File: config.mk
export PLATFORM = sky130hd
export DESIGN_NAME = sp_core
export DESIGN_NICKNAME = d
export VERILOG_FILES = /design/src/rtl/sp_core.sv
export SDC_FILE = /design/constraint.sdc
export NUM_CORES = 2
export LEC_CHECK = 0
export CELL_PAD_IN_SITES_DETAIL_PLACEMENT = 2
export CELL_PAD_IN_SITES_GLOBAL_PLACEMENT = 2
export CORE_MARGIN = 1
export CORE_UTILIZATION = 42
export DETAILED_ROUTE_END_ITERATION = 10
export PLACE_DENSITY_LB_ADDON = 0.1
export SLEW_MARGIN = 25
export SYNTH_ARGS = -nofsm -noshare
export SYNTH_HDL_FRONTEND = slang
export SYNTH_SLANG_ARGS = --single-unit
File: constraint.sdc
create_clock -name clk -period 7.5 [get_ports clk]
set_input_delay 1.5 -clock clk [delete_from_list [all_inputs] [get_ports clk]]
set_output_delay 1.5 -clock clk [all_outputs]
set_load 0.05 [all_outputs]
File: src/rtl/sp_core.sv
// Single-cycle core: decodes the instruction presented with in_valid, commits the
// register write and PC update at the same edge, and drives the async-read data memory.
module sp_core #(
    parameter int DATA_W  = 32,
    parameter int REG_NUM = 32,
    parameter int MEM_AW  = 12
) (
    input  logic              clk,
    input  logic              rst_n,
    input  logic              in_valid,
    input  logic [31:0]       inst,
    output logic              out_valid,
    output logic [31:0]       inst_addr,
    output logic              mem_wen,
    output logic [MEM_AW-1:0] mem_addr,
    output logic [DATA_W-1:0] mem_wdata,
    input  logic [DATA_W-1:0] mem_rdata
);

    localparam int RA_W = $clog2(REG_NUM);

    localparam logic [5:0] OP_R    = 6'd0;
    localparam logic [5:0] OP_ANDI = 6'd1;
    localparam logic [5:0] OP_ORI  = 6'd2;
    localparam logic [5:0] OP_ADDI = 6'd3;
    localparam logic [5:0] OP_SUBI = 6'd4;
    localparam logic [5:0] OP_LW   = 6'd5;
    localparam logic [5:0] OP_SW   = 6'd6;
    localparam logic [5:0] OP_BEQ  = 6'd7;
    localparam logic [5:0] OP_BNE  = 6'd8;
    localparam logic [5:0] OP_LUI  = 6'd9;
    localparam logic [5:0] OP_J    = 6'd10;
    localparam logic [5:0] OP_JAL  = 6'd11;

    logic [DATA_W-1:0] r_regs [0:REG_NUM-1];
    logic [31:0]       r_pc;
    logic              r_out_valid;

    logic [5:0]        w_op;
    logic [4:0]        w_rs;
    logic [4:0]        w_rt;
    logic [4:0]        w_rd;
    logic [4:0]        w_sh;
    logic [5:0]        w_fn;
    logic [15:0]       w_imm;
    logic [25:0]       w_jaddr;
    logic [DATA_W-1:0] w_a;
    logic [DATA_W-1:0] w_b;
    logic [DATA_W-1:0] w_simm;
    logic [DATA_W-1:0] w_zimm;
    logic [31:0]       w_pc_plus4;
    logic [31:0]       w_pc_jump;
    logic [31:0]       w_pc_branch;
    logic              w_lt;
    logic              w_wen;
    logic [RA_W-1:0]   w_waddr;
    logic [DATA_W-1:0] w_wdata;
    logic [31:0]       w_pc_next;

    assign w_op    = inst[31:26];
    assign w_rs    = inst[25:21];
    assign w_rt    = inst[20:16];
    assign w_rd    = inst[15:11];
    assign w_sh    = inst[10:6];
    assign w_fn    = inst[5:0];
    assign w_imm   = inst[15:0];
    assign w_jaddr = inst[25:0];

    // Operands come from pre-commit state, so rd == rs reads the old value.
    assign w_a    = r_regs[w_rs];
    assign w_b    = r_regs[w_rt];
    assign w_simm = {{(DATA_W-16){w_imm[15]}}, w_imm};
    assign w_zimm = {{(DATA_W-16){1'b0}}, w_imm};
    assign w_lt   = $signed(w_a) < $signed(w_b);

    assign w_pc_plus4  = r_pc + 32'd4;
    assign w_pc_jump   = {r_pc[31:28], w_jaddr, 2'b00};
    assign w_pc_branch = w_pc_plus4 + {w_simm[29:0], 2'b00};

    // Only the low address bits reach memory, so only those are summed.
    assign mem_addr  = w_a[MEM_AW-1:0] + w_simm[MEM_AW-1:0];
    assign mem_wdata = w_b;
    assign mem_wen   = in_valid && (w_op == OP_SW);

    always_comb begin
        w_wen     = 1'b0;
        w_waddr   = w_rt;
        w_wdata   = '0;
        w_pc_next = w_pc_plus4;
        case (w_op)
            OP_R: begin
                w_waddr = w_rd;
                case (w_fn)
                    6'd0: begin w_wen = 1'b1; w_wdata = w_a & w_b;    end
                    6'd1: begin w_wen = 1'b1; w_wdata = w_a | w_b;    end
                    6'd2: begin w_wen = 1'b1; w_wdata = w_a + w_b;    end
                    6'd3: begin w_wen = 1'b1; w_wdata = w_a - w_b;    end
                    6'd4: begin w_wen = 1'b1; w_wdata = {{(DATA_W-1){1'b0}}, w_lt}; end
                    6'd5: begin w_wen = 1'b1; w_wdata = w_a << w_sh;  end
                    6'd6: begin w_wen = 1'b1; w_wdata = ~(w_a | w_b); end
                    6'd7: w_pc_next = r_regs[31];
                    default: ;
                endcase
            end
            OP_ANDI: begin w_wen = 1'b1; w_wdata = w_a & w_zimm; end
            OP_ORI:  begin w_wen = 1'b1; w_wdata = w_a | w_zimm; end
            OP_ADDI: begin w_wen = 1'b1; w_wdata = w_a + w_simm; end
            OP_SUBI: begin w_wen = 1'b1; w_wdata = w_a - w_simm; end
            OP_LW:   begin w_wen = 1'b1; w_wdata = mem_rdata;    end
            OP_BEQ:  if (w_a == w_b) w_pc_next = w_pc_branch;
            OP_BNE:  if (w_a != w_b) w_pc_next = w_pc_branch;
            OP_LUI:  begin w_wen = 1'b1; w_wdata = {w_imm, 16'h0000}; end
            OP_J:    w_pc_next = w_pc_jump;
            OP_JAL: begin
                w_wen     = 1'b1;
                w_waddr   = 5'd31;
                w_wdata   = w_pc_plus4;
                w_pc_next = w_pc_jump;
            end
            default: ;
        endcase
    end

    always_ff @(posedge clk or negedge rst_n) begin
        if (!rst_n) begin
            r_pc        <= '0;
            r_out_valid <= 1'b0;
            for (int i = 0; i < REG_NUM; i++) begin
                r_regs[i] <= '0;
            end
        end else begin
            r_out_valid <= in_valid;
            if (in_valid) begin
                r_pc <= w_pc_next;
                if (w_wen) begin
                    r_regs[w_waddr] <= w_wdata;
                end
            end
        end
    end

    assign out_valid = r_out_valid;
    assign inst_addr = r_pc;

endmodule

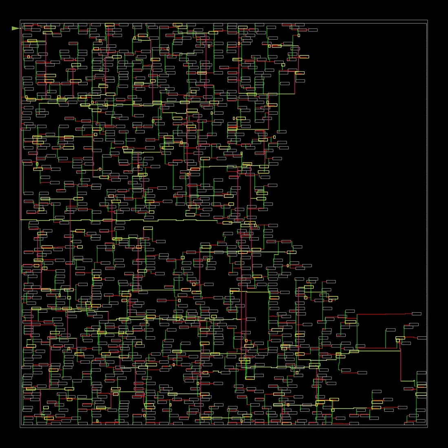
**Above:** clock routing.
worst skew pair latency: 0.84 ns
count of clock buffers in the final design: 161
registers: 1057
Clock Sink Count: 1057
number of buffers added by the clock tree synthesis step: 121

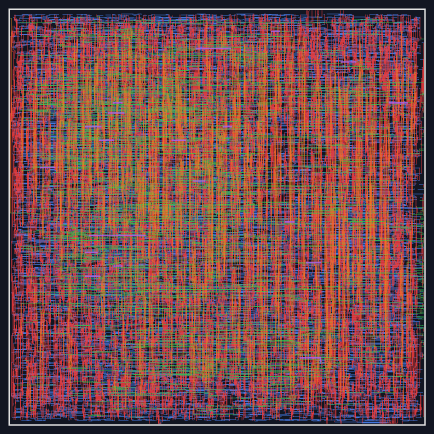
**Above:** metal layers overlaid.
Drawn at 1 px/um.
layer	colour	wire length
met4	orange	37.2 mm
met5	purple	304 um
met1	blue	151 mm
met2	red	182 mm
met3	green	43.4 mm
wire length after detailed routing: 414000 um
overall track demand over capacity in global routing: 0.475

==> impl_metrics.csv <==
group,metric,value,unit
placed_design,place_inst,9836,
floorplan,die-width,414,um
status,status,"completed",
sta,rsz0062_at_grt,"false",
sta,setup_viol,0,
critical_path,worst_setup_path_end_kind,"primary output",
pwr,power_density,196,nW/um2
yosys,syn-instance-count,7392,
cells_and_area,layout_top_cells,"dfrtp_1 (1057), nand2_1 (944), buf_4 (714)",
yosys,number_of_nets_produced_by_synthesis,7654,
placed_design,dp.final_hpwl,289000,um
yosys,synth.yosys.seq_area_share,0.371,
yosys,yosys.stat.chipArea,71300,um2
routing,drt_first_iter_violations,8288,
sta,final_hold_violation_count,0,
sta,report.final.slew_viol_count,0,
clock_network,cts_tree,"built",
floorplan,placementRows,150,
grt,grt_pass1_wl,588000,um
yosys,mappedNetlistArea,71300,um2
grt,grt_max_degree,146,
critical_path,path_buffers,5,
floorplan,area_inside_the_core_boundary,168000,um2
yosys,share_of_synthesized_registers_carrying_an_async_set_or_reset,1.00,
sta,achievable-frequency,137,MHz
yosys,synth_flop_count,1057,
cells_and_area,layout_top_cell_excl_fill_tap,"dfrtp_1",
grt,antenna_found_initial,36,
cells_and_area,design.final.nets,8030,
run,warnings,127,
critical_path,cpPeakStageDelay,0.50,ns
routing,final_antenna_net_count,0,
routing,wl_per_cell,41.0,um
critical_path,path_max_fanout,21,
critical_path,criticalPathCategory,"primary input to primary output",
yosys,synthDistinctLibCells,88,
yosys,synthesis.area_per_instance,9.65,um2
floorplan,chipHeight,414,um
hold_path,hold_path_class,"register to register",
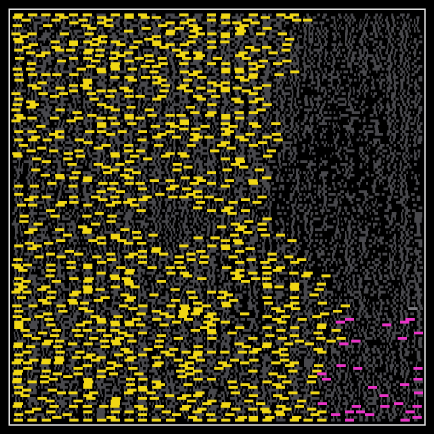
**Above:** sequential cells coloured by netlist name.
Drawn at 1 px/um. Other sequential cells in the stronger grey, the rest of the logic in the fainter grey.
netlist name	colour	flops
`r_regs`	yellow	1024
`inst_addr`	magenta	32
not coloured	1
area taken by flip-flops and latches: 26500 um2
core occupancy in the finished layout: 0.507
register fraction of the total cell area: 0.310

what timing repair did:
item,CTS,global route
gates resized,5,19
setup endpoints to repair,2,3
pin swaps,1,5
setup buffers,4,8
cell type report:
cell class                 count  area share
inverter                     137     0.00604
timing repair buffer         958       0.106
multi-input combinational   5493       0.494
clock inverter                60      0.0104
tap                         2204      0.0324
clock buffer                 161      0.0401
sequential                  1057       0.310
antenna                       15    0.000441
tightest hold or removal path, cell delays in order (launching register included):
cell	delay, ns
dfrtp_1	0.35
nand2_1	0.05
o21ai_0	0.06
metrics by stage:
stage / hold slack [ns] / instance area, um2
global route: 0.540 / 85200
global placement: 0.474 / 80600
CTS: 0.512 / 85000
finish: 0.508 / 85200
detailed placement: 0.498 / 80600
floorplan: 0.461 / 71300
synthesized netlist by cell type, types with 133 or more instances:
cell type	n	area [um2]
nand2_1	978	3670
ha_1	190	2380
dfrtp_1	1057	26500
inv_1	133	499
mux4_2	387	8720
nand3_1	235	1180
o21ai_0	688	3440
mux2i_1	531	5320
mux2_2	152	1710
nor3_1	136	681
a22oi_1	174	1310
clkbuf_1	543	2040
a21oi_1	338	1690
nor2_1	530	1990
where the power goes:
part           leakage (nW)  switching, mW  internal, mW
logic                  20.7           2.56          1.46
registers              14.6          0.236          5.87
clock network          2.11           2.80          3.79
logic make-up (layout without fill, tap and decap cells):
group           Yosys count  after routing  synth area share
other cells               0             15                 0
flops                  1057           1057             0.371
simple gates           2127           2127             0.129
fa+ha+maj               195            195            0.0347
buf+inv                 842           1316            0.0484
compound gates         1969           1969             0.178
xor+xnor                102            102            0.0125
mux                    1100           1100             0.227
layer usage:
metal	up-vias	GRT usage	part of all wire
li1	28251	-	-
met1	38001	0.565	0.36
met2	4474	0.719	0.44
met3	1661	0.147	0.10
met4	38	0.361	0.090
met5	-	0	0.00073
worst paths after layout:
kind                                         start                   endpoint  slack [ns]  cells after the start
max in group asynchronous                    rst_n    r_regs[657]$_DFFE_PN0P_        5.08                      3
setup reg to reg            r_regs[23]$_DFFE_PN0P_  inst_addr[16]$_DFFE_PN0P_        1.45                     21
min in group asynchronous                    rst_n  inst_addr[22]$_DFFE_PN0P_        0.67                      1
hold / removal             r_regs[959]$_DFFE_PN0P_    r_regs[959]$_DFFE_PN0P_        0.51                      2
setup / recovery                          inst[24]               mem_addr[11]        0.20                     20
hold reg to reg            r_regs[959]$_DFFE_PN0P_    r_regs[959]$_DFFE_PN0P_        0.51                      2
sequential cells by signal (all words and copies together), names as in the netlist:
register,flops
r_regs,1024
inst_addr,32
out_valid,1
Power and IR drop assume default switching activity.
